**Run 1: sizing map**

The bar under the picture is 20 µm long.
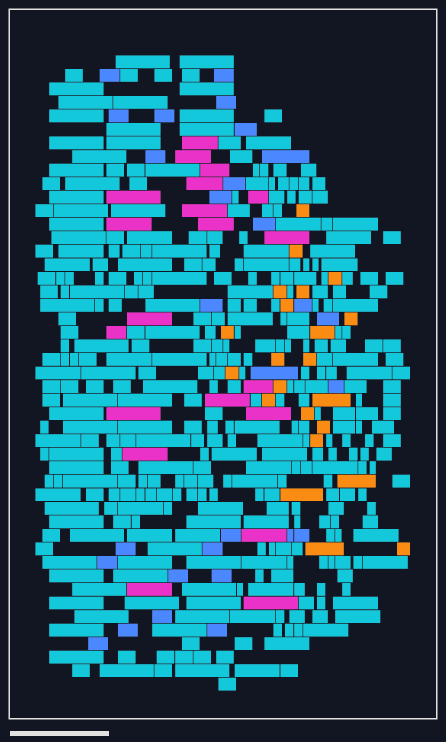
**Run 1: clock wiring as the flow saved it**

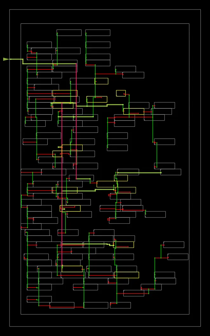
**Run 1: metal layers overlaid**

The bar under the picture is 20 µm long.
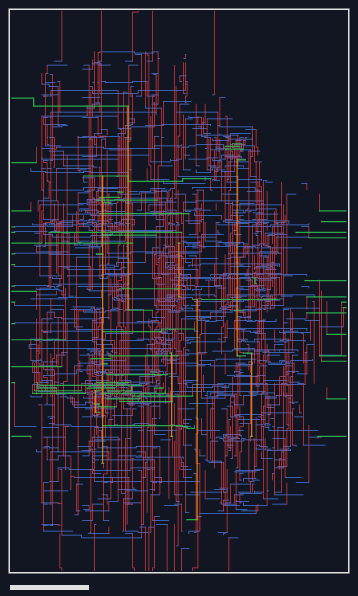
<file path="src/rtl/gst_snd_pkg.sv">
// Shared types and helpers for the STE sound FIFO: playback rate codes and tick period.
package gst_snd_pkg;

  typedef enum logic [1:0] {
    RATE_6K  = 2'd0,
    RATE_12K = 2'd1,
    RATE_25K = 2'd2,
    RATE_50K = 2'd3
  } rate_e;

  localparam int unsigned BASE_DIV_DEF = 640;

  // clk cycles per sample: the fastest rate divides by base, each slower step doubles it
  function automatic int unsigned rate_period(input rate_e r, input int unsigned base);
    return base << (2'd3 - 2'(r));
  endfunction

endpackage

</file>
<file path="src/rtl/gst_wordfifo.sv">
// Small synchronous 16-bit word FIFO with a synchronous flush and a registered word count.
module gst_wordfifo
  import gst_snd_pkg::*;
#(
  parameter int unsigned DEPTH = 4
) (
  input  logic                       clk,
  input  logic                       resb,
  input  logic                       i_flush,
  input  logic                       i_push,
  input  logic                       i_pop,
  input  logic [15:0]                i_wdata,
  output logic [15:0]                o_rdata_c,
  output logic                       o_full_c,
  output logic                       o_empty_c,
  output logic [$clog2(DEPTH):0]     o_count
);

  localparam int unsigned AW = $clog2(DEPTH);
  localparam int unsigned CW = AW + 1;

  logic [15:0]   r_mem [DEPTH];
  logic [AW-1:0] r_wr;
  logic [AW-1:0] r_rd;
  logic [CW-1:0] r_count;
  logic          w_do_pop;
  logic          w_do_push;

  assign o_full_c  = (r_count == CW'(DEPTH));
  assign o_empty_c = (r_count == '0);
  assign o_rdata_c = r_mem[r_rd];
  assign o_count   = r_count;

  // A push while full is only accepted when a pop frees the slot in the same cycle
  assign w_do_pop  = i_pop && !o_empty_c && !i_flush;
  assign w_do_push = i_push && (!o_full_c || w_do_pop) && !i_flush;

  always_ff @(posedge clk or negedge resb) begin
    if (!resb) begin
      r_wr    <= '0;
      r_rd    <= '0;
      r_count <= '0;
    end else if (i_flush) begin
      r_wr    <= '0;
      r_rd    <= '0;
      r_count <= '0;
    end else begin
      if (w_do_push) r_wr <= r_wr + AW'(1);
      if (w_do_pop)  r_rd <= r_rd + AW'(1);
      r_count <= r_count + CW'(w_do_push) - CW'(w_do_pop);
    end
  end

  always_ff @(posedge clk) begin
    if (w_do_push) r_mem[r_wr] <= i_wdata;
  end

endmodule

</file>
<file path="src/rtl/gst_sndfifo.sv">
// STE sound DMA sink: catches MCU word strobes into a FIFO and plays them out as
// signed 8-bit L/R samples at the selected rate, requesting refills via sreq.
module gst_sndfifo
  import gst_snd_pkg::*;
#(
  parameter int unsigned DEPTH    = 4,
  parameter int unsigned BASE_DIV = BASE_DIV_DEF
) (
  input  logic                   clk,
  input  logic                   resb,
  input  logic                   sload_n,
  input  logic [15:0]            d,
  input  logic                   sndon,
  input  logic                   mono,
  input  logic [1:0]             rate,
  output logic                   sreq,
  output logic [7:0]             smp_l,
  output logic [7:0]             smp_r,
  output logic                   smp_stb,
  output logic                   underrun,
  output logic                   overflow,
  output logic [$clog2(DEPTH):0] level
);

  localparam int unsigned LVL_W = $clog2(DEPTH) + 1;
  localparam int unsigned CNT_W = $clog2(BASE_DIV * 8);

  logic             r_sload_n;
  logic             r_run;
  logic [CNT_W-1:0] r_cnt;
  logic             r_phase_hi;
  logic             r_sreq;
  logic [7:0]       r_smp_l;
  logic [7:0]       r_smp_r;
  logic             r_stb;
  logic             r_und;
  logic             r_ovf;

  logic             w_load;
  logic             w_tick;
  logic             w_pop;
  logic             w_push_ok;
  logic             w_full;
  logic             w_empty;
  logic [15:0]      w_head;
  logic [LVL_W-1:0] w_count;
  logic [LVL_W-1:0] w_level_nxt;
  logic [CNT_W-1:0] w_reload;
  logic [7:0]       w_byte;

  gst_wordfifo #(.DEPTH(DEPTH)) u_fifo (
    .clk       (clk),
    .resb      (resb),
    .i_flush   (!sndon),
    .i_push    (w_load),
    .i_pop     (w_pop),
    .i_wdata   (d),
    .o_rdata_c (w_head),
    .o_full_c  (w_full),
    .o_empty_c (w_empty),
    .o_count   (w_count)
  );

  // One write per falling edge of the load strobe, however long it stays low
  assign w_load      = sndon && !sload_n && r_sload_n;
  assign w_tick      = sndon && r_run && (r_cnt == '0);
  assign w_pop       = w_tick && !w_empty && (!mono || !r_phase_hi);
  assign w_push_ok   = w_load && (!w_full || w_pop);
  assign w_level_nxt = sndon ? LVL_W'(w_count + LVL_W'(w_push_ok) - LVL_W'(w_pop)) : '0;
  assign w_reload    = CNT_W'(rate_period(rate_e'(rate), BASE_DIV) - 1);
  assign w_byte      = r_phase_hi ? w_head[15:8] : w_head[7:0];

  assign sreq     = r_sreq;
  assign smp_l    = r_smp_l;
  assign smp_r    = r_smp_r;
  assign smp_stb  = r_stb;
  assign underrun = r_und;
  assign overflow = r_ovf;
  assign level    = w_count;

  // Rate divider: first reload happens on the first sndon cycle, later ones on each tick
  always_ff @(posedge clk or negedge resb) begin
    if (!resb) begin
      r_run <= 1'b0;
      r_cnt <= '0;
    end else if (!sndon) begin
      r_run <= 1'b0;
      r_cnt <= '0;
    end else if (!r_run) begin
      r_run <= 1'b1;
      r_cnt <= w_reload;
    end else if (r_cnt == '0) begin
      r_cnt <= w_reload;
    end else begin
      r_cnt <= r_cnt - CNT_W'(1);
    end
  end

  always_ff @(posedge clk or negedge resb) begin
    if (!resb) begin
      r_sload_n  <= 1'b1;
      r_phase_hi <= 1'b1;
      r_sreq     <= 1'b0;
      r_smp_l    <= '0;
      r_smp_r    <= '0;
      r_stb      <= 1'b0;
      r_und      <= 1'b0;
      r_ovf      <= 1'b0;
    end else begin
      r_sload_n <= sload_n;
      r_sreq    <= sndon && (w_level_nxt < LVL_W'(DEPTH));
      r_stb     <= w_tick && !w_empty;
      r_und     <= w_tick && w_empty;
      r_ovf     <= w_load && w_full && !w_pop;
      if (!sndon) begin
        r_phase_hi <= 1'b1;
      end else if (w_tick && !w_empty) begin
        // A stereo pop always lands on a word boundary, so the phase restarts high
        r_phase_hi <= mono ? !r_phase_hi : 1'b1;
        if (mono) begin
          r_smp_l <= w_byte;
          r_smp_r <= w_byte;
        end else begin
          r_smp_l <= w_head[15:8];
          r_smp_r <= w_head[7:0];
        end
      end
    end
  end

endmodule

</file>
<file path="config.mk">
export PLATFORM = sky130hd
export DESIGN_NAME = gst_sndfifo
export DESIGN_NICKNAME = d
export VERILOG_FILES = /design/src/rtl/gst_snd_pkg.sv /design/src/rtl/gst_wordfifo.sv /design/src/rtl/gst_sndfifo.sv
export SDC_FILE = /design/constraint.sdc
export NUM_CORES = 1
export LEC_CHECK = 0
export CAP_MARGIN = 10
export CORE_ASPECT_RATIO = 1.75
export CORE_MARGIN = 5
export CORE_UTILIZATION = 49
export CTS_CLUSTER_SIZE = 14
export DETAILED_ROUTE_END_ITERATION = 10
export PLACE_DENSITY = 0.73
export SLEW_MARGIN = 20
export SYNTH_ARGS = -nofsm -noshare
export SYNTH_HDL_FRONTEND = slang
export SYNTH_SLANG_ARGS = --single-unit
</file>
<file path="constraint.sdc">
create_clock -name clk -period 2.7 [get_ports clk]
set_input_delay 0.54 -clock clk [delete_from_list [all_inputs] [get_ports clk]]
set_output_delay 0.54 -clock clk [all_outputs]
set_load 0.02 [all_outputs]
</file>
==> GITHUB_STEP_SUMMARY, run 1 <==
## Implementation flow summary

| Metric | Value |
|---|---|
| Max Transition Viols Final | 0 |
| Synth warnings | 0 |
| Hold_buf cts | 0 |
| Filler cells | 771 |
| Die W | 85.6 µm |
| Critical Path RT | 2.94 ns |
| Worst setup startpoint | r_cnt[0] |
| Clock-pin slew on the worst setup and hold paths | 0.07 ns |
| Antenna cells | 0 |
| Basic Gates by Area | 9.16% |
| Number of cells in Yosys stat | 371 |
| DP Worst Slack | -0.0167 ns |
| Post-synth top flop | edfxtp_1 |
| Num CTS Buffers | 9 |
| Flop area | 3000 µm² |
| Crit. End Element | flip-flop |
| Ys async rst share | 40.2% |
| Int Power | 2.84 mW |
| Total track usage | 18.4% |
| Hold Fails Final Rpt | 0 |
| Setup TNS | 0 ns |
| Max reg flops | 64 |
| Share of layout cells above drive strength 1 | 16.2% |
| Final instance area | 6030 µm² |
| Yosys adder share | 4.24% |
| Relative slew slack | 53.9% |
| P_sw | 814 µW |
| P_leak | 2.19 nW |
| Xor+xnor area frac | 2.14% |
| R2R cell count | 10 |
| DR vias | 3303 |
| Placement Cell Area | 5610 µm² |
| Combinational power share | 7.9% |
| Dominant cell area share | 39.2% |
| Vias in the first global route | 3349 |
| Final setup margin | 0.186 ns |
| Fmax | 398 MHz |
| Area fraction in mux cells | 6.94% |
| Worst-Margin Slew | 0.685 ns |
| Post-route ant nets | 0 |
| I/O pin total | 46 |
| Drt pass-1 iters | 5 |
| Maximum capacitance violations | 0 |
| CTS tree | built |
| Antenna violations before repair | 0 |
| Yosys reg bits | 107 |
| Gr ovfl total | 0 |
| Crit Path Category | reg2reg |
| Register share after synthesis | 61.2% |
| Worst setup path endpoint | u_fifo.o_count[1] |
| Row count | 48 |
| Endpoints failing setup | 0 |
| Overall Power | 3.66 mW |
| Final Non-Filler Cells | 558 |
| Count of library flops with an enable pin | 64 |
| DRC violation count after routing | 0 |
| Total Wirelength | 11000 µm |
| Status | finished, final reports clean |
| Yosys cell types | 48 |
| Combinational Area | 1800 µm² |
| Clk pwr share | 42.5% |
| R2r endpoint | u_fifo.o_count[1] |
| Port bufs | 45 |
| CP startpoint kind | flip-flop |
| Synthesized Nets | 410 |
| Post-Syn Instances | 371 |
| Largest net degree at the start of global routing | 44 |
| Routed len/inst | 19.8 µm |
| WP data arrival | 2.75 ns |
| Area growth syn-to-layout | 23.0% |
| Placed Cells | 539 |
Notes on 'sizing map' above:
[cyan] _0 and _1 cells | cells: 363 | share: 84% | most used: edfxtp_1
[orange] _3 and _4 cells | cells: 22 | share: 5.1% | most used: buf_4
[blue] _2 cells | cells: 28 | share: 6.5% | most used: mux2_2
[magenta] _6 and larger | cells: 20 | share: 4.6% | most used: clkbuf_16

Notes on 'clock wiring as the flow saved it' above:
Flops: 107
Worst Skew: 0.00714 ns
CLK BUF: 9
clock network power: 1.55 mW

Notes on 'metal layers overlaid' above:
[red] metal 2 | wire length: 6040 µm
[blue] metal 1 | wire length: 4080 µm
[green] metal 3 | wire length: 640 µm
[orange] metal 4 | wire length: 291 µm

==> run 1: routing by layer <==
metal	GRT usage (%)	wire (µm)
met4	8.09	291
met3	2.78	640
met1	20.9	4080
met5	0	0
met2	33.6	6040
==> run 1: critical path, stage by stage (launching register included) <==
cell and delay, ns:
dfrtp_1 0.42, inv_2 0.08, ha_1 0.16, nor4b_4 0.30
nand4_4 0.18, nor3_1 0.24, ha_1 0.26, inv_1 0.06
ha_1 0.16, fa_1 0.40, and2_1 0.15
==> run 1: layout by cell type (no fill, tap or decap), drive strengths merged, types with 3 or more instances in the layout <==
cell	n
a21oi	14
a221o	8
a22oi	8
a31oi	5
and2	5
buf	21
bufinv	3
clkbuf	9
clkdlybuf4s50	44
dfrtp	41
edfxtp	64
ha	15
inv	18
mux2	16
mux2i	16
nand2	8
nand2b	3
nand3	6
nand4	4
nor2	7
nor3	9
nor3b	7
nor4	3
o2111ai	3
o21ai	41
o221ai	8
o22ai	8
o31ai	3
or4	4
xnor2	5
xor2	7
==> run 1: power by group through the flow <==
stage          registers (mW)  clock network, mW  logic (mW)
5_1_grt                  1.82               1.64       0.313
3_5_place_dp             1.85                  0       0.278
3_3_place_gp             1.85                  0       0.272
2_1_floorplan            1.85                  0       0.135
4_1_cts                  1.82               1.58       0.281
6_report                 1.82               1.55       0.288
==> run 1: area by class of cell <==
| class | instances | share of cell area (%) |
|---|---|---|
| flip-flops and latches | 107 | 49.7 |
| multi-input cells | 229 | 29.8 |
| repair buffers | 65 | 10.7 |
| clock buffers | 9 | 3.73 |
| well taps | 125 | 2.59 |
| clock inverters | 7 | 2.41 |
| inverters | 16 | 0.995 |
==> run 1: timing repair <==
item                                    CTS  global route
endpoints found under the setup margin    0             3
resized                                   0             6
setup buffers                             0             3
==> inputs of run 2 (changes only) <==
--- a/config.mk
+++ b/config.mk
@@ -12,7 +12,6 @@
 export CTS_CLUSTER_SIZE = 14
 export DETAILED_ROUTE_END_ITERATION = 10
 export PLACE_DENSITY = 0.73
-export SLEW_MARGIN = 20
 export SYNTH_ARGS = -nofsm -noshare
 export SYNTH_HDL_FRONTEND = slang
 export SYNTH_SLANG_ARGS = --single-unit
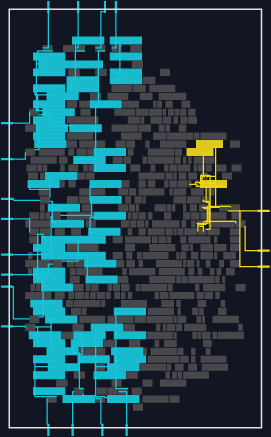
**Above:** run 2 (I/O nets highlighted).
[cyan] `d` | bits: 16 | direction: input | edge: 8 west, 4 south, 4 north | end cells: 64 | buffers: 16 | wire: 690 µm
[yellow] `level` | bits: 3 | direction: output | edge: east | end cells: 3 | buffers: 3 | wire: 200 µm

==> run 2 against run 1 <==
- area after synthesis stayed put
- first-iteration DRC count is 1.8% lower
- largest power group unchanged
- sequential cell count stayed put
- final area is 0.12% lower
- non-clock buffer count stayed put
- core utilization is 0.076 points lower
- synthesized cell count stayed put
- highest routed layer unchanged
- worst hold slack better by 0.17 ns
- clock skew is 0.00066 ns lower
- global-route usage stayed put
==> GITHUB_STEP_SUMMARY, run 2 <==
## Implementation flow summary

| Metric | Value |
|---|---|
| Status | finished, final reports clean |
| R2R cell count | 10 (unchanged) |
| Vias in the first global route | 3349 (unchanged) |
| Crit. End Element | flip-flop |
| I/O pin total | 46 (unchanged) |
| Port bufs | 45 (unchanged) |
| CTS tree | built |
| Die W | 85.6 µm (unchanged) |
| Post-Syn Instances | 371 (unchanged) |
| P_leak | 2.18 nW (about the same) |
| Crit path max-delay cell type | dfrtp_1 |
| Final setup margin | 0.183 ns (-0.00384 ns) |
| CP startpoint kind | flip-flop |
| Mapped Area | 4900 µm² |
| Count of library flops with an enable pin | 64 (unchanged) |
| Top Layer Used | met4 |
| Clk pwr share | 42.5% (about the same) |
| Synth warnings | 0 (unchanged) |
| Seq pwr | 1.82 mW (about the same) |
| WP data arrival | 2.75 ns (about the same) |
| Yosys cell types | 48 (unchanged) |
| Gr ovfl total | 0 (unchanged) |
| RR Startpoint | r_cnt[0] |
| Post-route ant nets | 0 (unchanged) |
| Maximum capacitance violations | 0 (unchanged) |
| Hold Fails Final Rpt | 0 (unchanged) |
| Die area | 12200 µm² |
| Fmax | 397 MHz (-0.15%) |
| Crit path cell chain | inv_2, ha_1, nor4b_4, nand4_4, nor3_1, ha_1, inv_1, ha_1, fa_1, and2_1 |
| Register share after synthesis | 61.2% (unchanged) |
| Worst-Margin Slew | 1.14 ns (+0.451 ns) |
| Routed met1 length | 4060 µm (-0.51%) |
| Largest net degree at the start of global routing | 44 (unchanged) |
| CP Buf/Inv Count | 2 (unchanged) |
| DR vias | 3319 (+0.48%) |
| P_sw | 815 µW (about the same) |
| Total Wirelength | 11100 µm (about the same) |
| CP Depth | 10 (unchanged) |
| Clock-pin slew on the worst setup and hold paths | 0.07 ns (about the same) |
| Gpl congestion | 0.827 |
| Endpoints failing setup | 0 (unchanged) |
| Yosys stat area | 4900 µm² |
| Worst setup startpoint | r_cnt[0] |
| Crit Path Category | reg2reg |
| Most frequent logic cell in the layout | edfxtp_1 |
| Comb pwr | 287 µW (about the same) |
| Share of layout cells above drive strength 1 | 15.9% (-0.23 points) |
| DRC violation count after routing | 0 (unchanged) |
| Antenna cells | 0 (unchanged) |
| Routed wl met3 | 675 µm (+5.5%) |
| Dominant cell area share | 39.2% (unchanged) |
| Row count | 48 (unchanged) |
| Max Transition Viols Final | 0 (unchanged) |
| Biggest consumer | sequential cells |
| Antenna violations before repair | 0 (unchanged) |
| Fp util | 49.8% |
| Metal2 WL | 6020 µm (-0.33%) |
| CP top delay family | adder cells |
| Int Power | 2.84 mW (about the same) |
| Total track usage | 18.4% (unchanged) |
| Critical Path Max Stage Delay | 0.42 ns (about the same) |
| Post-synth top flop | edfxtp_1 |
| Ys async rst share | 40.2% (unchanged) |
| Yosys reg bits | 107 (unchanged) |
| Most used cell, CP | ha_1 |
| Drt pass-1 iters | 5 (unchanged) |
| Dominant logic cell types in the final layout | 64 x edfxtp_1, 44 x clkdlybuf4s50_1, 41 x dfrtp_1 |
| Synthesized Nets | 410 (unchanged) |
| Number of cells in Yosys stat | 371 (unchanged) |
| Relative slew slack | 24.1% (-30 points) |
| Worst setup path endpoint | u_fifo.o_count[1] |
| Combinational power share | 7.9% (about the same) |
| R2r endpoint | u_fifo.o_count[1] |
| Routed len/inst | 19.8 µm (about the same) |
| DP Worst Slack | -0.0167 ns (unchanged) |
| Max reg flops | 64 (unchanged) |
| Critical Path RT | 2.93 ns (about the same) |
| Overall Power | 3.66 mW (about the same) |
| Area growth syn-to-layout | 22.9% |
| Clock network power | 1.55 mW (about the same) |
| Yosys top cell by area | edfxtp_1 |
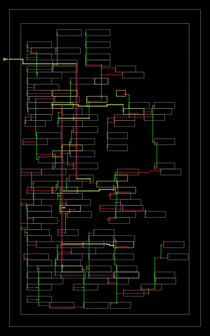
**Above:** run 2 (clock wiring as the flow saved it).
clk sink count: 107
Num CTS Buffers: 9
Worst Skew: 0.00648 ns
clk_lat worst skew: 0.34 ns

[run 2: cells by family (layout without fill, tap and decap cells)]
logic type | count (synthesis) | count (layout) | synth area share (%)
fa+ha+maj | 16 | 16 | 4.24
mux | 32 | 32 | 6.94
buf+inv | 35 | 97 | 3.21
simple gates | 68 | 68 | 9.16
compound gates | 101 | 101 | 13.1
flops | 107 | 107 | 61.2
xor+xnor | 12 | 12 | 2.14
[run 2: routing by layer]
| metal | global-route usage, % | vias to the layer above |
|---|---|---|
| li1 | - | 1538 |
| met1 | 20.9 | 1630 |
| met2 | 33.6 | 131 |
| met3 | 2.78 | 20 |
| met4 | 8.09 | 0 |
| met5 | 0 | - |
[run 2: metrics by stage]
| stage | setup TNS, ns | cell area [µm²] | instances |
|---|---|---|---|
| 6_report | 0 | 6030 | 558 |
| 5_1_grt | -0.130 | 6030 | 558 |
| 4_1_cts | 0 | 5980 | 555 |
| 3_5_place_dp | -0.0378 | 5610 | 539 |
| 3_3_place_gp | 0 | 5610 | 539 |
| 2_1_floorplan | -19.80 | 4900 | 371 |
[run 2: final cells by class]
class | count | area, µm²
Inverter | 16 | 60.1
Multi-Input combinational cell | 229 | 1790
Clock buffer | 9 | 225
Clock inverter | 7 | 145
Fill cell | 773 | 3820
Sequential cell | 107 | 3000
Tap cell | 125 | 156
Timing Repair Buffer | 65 | 646
[run 2: worst register-to-register path, cell delays in order, from the launching register on]
cell	delay, ns
dfrtp_1	0.42
inv_2	0.08
ha_1	0.16
nor4b_4	0.29
nand4_4	0.18
nor3_1	0.24
ha_1	0.27
inv_1	0.06
ha_1	0.16
fa_1	0.40
and2_1	0.15
[run 2: timing repair]
action	in CTS	in global routing
buffers inserted	0	3
resized	0	6
hold buffers	0	0
setup endpoints to repair	0	3
==> inputs of run 3 (changes only) <==
--- a/config.mk
+++ b/config.mk
@@ -8,10 +8,10 @@
 export CAP_MARGIN = 10
 export CORE_ASPECT_RATIO = 1.75
 export CORE_MARGIN = 5
-export CORE_UTILIZATION = 49
+export CORE_UTILIZATION = 52
 export CTS_CLUSTER_SIZE = 14
 export DETAILED_ROUTE_END_ITERATION = 10
-export PLACE_DENSITY = 0.73
+export PLACE_DENSITY = 0.76
 export SYNTH_ARGS = -nofsm -noshare
 export SYNTH_HDL_FRONTEND = slang
 export SYNTH_SLANG_ARGS = --single-unit
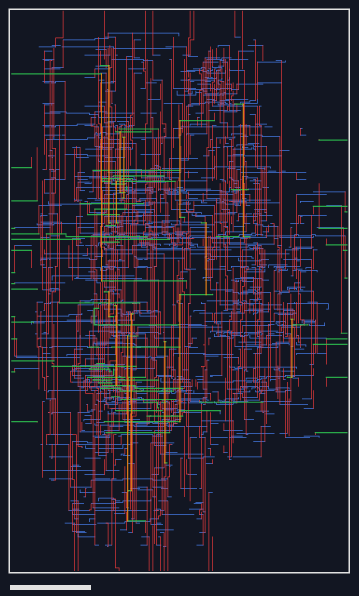
**Above:** run 3 (metal layers overlaid).
The bar under the picture is 20 µm long.
DR vias: 3374
Total Wirelength: 11000 µm
total track usage: 19.4%
routed len/inst: 19.9 µm

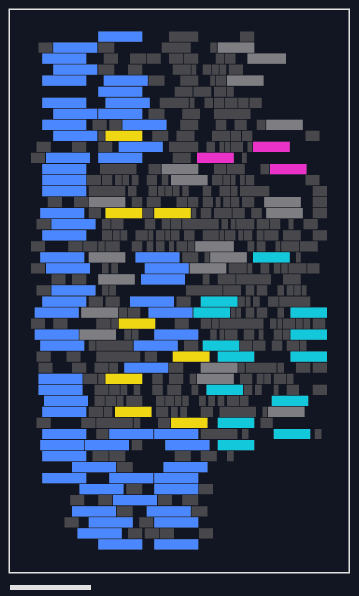
**Above:** run 3 (where the registers sit).
The bar under the picture is 20 µm long.
[yellow] `smp_l` | flops: 8
[blue] `u_fifo.r_mem` | flops: 64
[magenta] `u_fifo.o_count` | flops: 3
[cyan] `r_cnt` | flops: 13
not coloured: 19

==> run 3 against run 2 <==
- non-clock buffer count grew 1
- sequential cell count is the same
- area after synthesis is the same
- highest routed layer unchanged
- global-route usage grew 1.0 points
- clock power shrank about 10%
==> GITHUB_STEP_SUMMARY, run 3 <==
## Implementation flow summary

| Metric | Value |
|---|---|
| Status | finished, final reports clean |
| Ys async rst share | 40.2% (unchanged) |
| Die W | 83.4 µm (-2.6%) |
| Placed Cells | 539 (unchanged) |
| Max reg flops | 64 (unchanged) |
| Crit path max-delay cell type | dfrtp_1 |
| P_sw | 770 µW (-5.4%) |
| Number of cells in Yosys stat | 371 (unchanged) |
| Relative slew slack | 25.6% (+1.5 points) |
| DP Worst Slack | 0.0400 ns (+0.0567 ns) |
| Worst-Margin Slew | 1.11 ns (-0.0218 ns) |
| Largest net degree at the start of global routing | 44 (unchanged) |
| Yosys stat area | 4900 µm² (unchanged) |
| Combinational power share | 8.0% (about the same) |
| Mapped Area | 4900 µm² (unchanged) |
| Fmax | 403 MHz (+1.5%) |
| Num CTS Buffers | 9 (unchanged) |
| P_leak | 2.17 nW (-0.59%) |
| Crit path cell chain | inv_1, ha_1, nor4b_4, nand4_2, nor3_1, ha_1, inv_1, ha_1, nor2b_2, a31oi_1, o2111ai_1, o31ai_1 |
| Int Power | 2.73 mW (-4.0%) |
| Routed wl met3 | 644 µm (-4.6%) |
| Yosys reg bits | 107 (unchanged) |
| DRC violation count after routing | 0 (unchanged) |
| Area fraction in mux cells | 6.94% (unchanged) |
| Drt pass-1 iters | 5 (unchanged) |
| Dominant logic cell types in the final layout | 64 x edfxtp_1, 44 x clkdlybuf4s50_1, 41 x dfrtp_1 |
| Yosys adder share | 4.24% (unchanged) |
| CP startpoint kind | flip-flop |
| Max Transition Viols Final | 0 (unchanged) |
| Critical Path RT | 2.95 ns (+0.02 ns) |
| Area growth syn-to-layout | 21.5% |
| Synth warnings | 0 (unchanged) |
| Main logic family after synthesis | AND-OR/OR-AND gates |
| Die area | 11500 µm² (-5.2%) |
| Row count | 47 (-2.1%) |
| Crit. End Element | flip-flop |
| Most used cell, CP | ha_1 |
| Yosys top cell by area | edfxtp_1 |
| WP data arrival | 2.74 ns (about the same) |
| Final setup margin | 0.219 ns (+0.0360 ns) |
| Antenna violations before repair | 0 (unchanged) |
| Clk sink count | 107 (unchanged) |
| And-or/or-and share of the synthesized area | 13.1% (unchanged) |
| Post-Syn Instances | 371 (unchanged) |
| Post-route ant nets | 0 (unchanged) |
| Metal2 WL | 6180 µm (+2.8%) |
| Worst Skew | 0.00654 ns (+0.0000604 ns) |
-- run 3: final cells by class --
class | instances | area, µm²
fill | 693 | 3390
sequential | 107 | 3000
multi-input combinational | 229 | 1770
timing repair buffer | 66 | 653
clock buffer | 9 | 225
tap | 122 | 153
clock inverter | 6 | 97.6
inverter | 16 | 60.1
-- run 3: power groups by stage --
stage	Clock, mW	Sequential, mW	Combinational (mW)
3_5_place_dp	0	1.85	0.278
4_1_cts	1.42	1.82	0.280
6_report	1.40	1.82	0.281
2_1_floorplan	0	1.85	0.135
3_3_place_gp	0	1.85	0.270
5_1_grt	1.49	1.82	0.307
-- run 3: stage by stage --
step	hold WS, ns	TNS, ns	util (%)	total power, mW	instance area (µm²)
2_1_floorplan	0.244	-19.80	-	1.99	4900
3_3_place_gp	0.489	0	60.1	2.12	5620
3_5_place_dp	0.495	0	60.1	2.13	5620
4_1_cts	0.384	0	63.6	3.52	5950
5_1_grt	0.437	0	63.7	3.62	5960
6_report	0.353	0	63.7	3.50	5960
-- run 3: routing by layer --
metal  GRT usage, %  up-vias
li1               -     1540
met5              0        -
met1           20.2     1657
met2           36.2      144
met3           3.99       33
met4           9.56        0
-- run 3: path summary, 6_finish.rpt --
kind	to	start	cells past startpoint	slack, ns
min reg2reg	r_cnt[0]	r_cnt[0]	1	0.52
max in group asynchronous	r_cnt[6]	resb	1	1.74
max reg2reg	sreq	r_cnt[0]	12	0.22
min	smp_stb	resb	1	0.35
max	sreq	r_cnt[0]	12	0.22
min in group clk	r_cnt[0]	r_cnt[0]	1	0.52
-- run 3: repair_timing --
item,CTS,global route
endpoints found under the setup margin,0,3
hold buffers,0,0
buffers inserted,0,1
gates resized,0,1
Power is estimated from default activity; no workload was simulated.
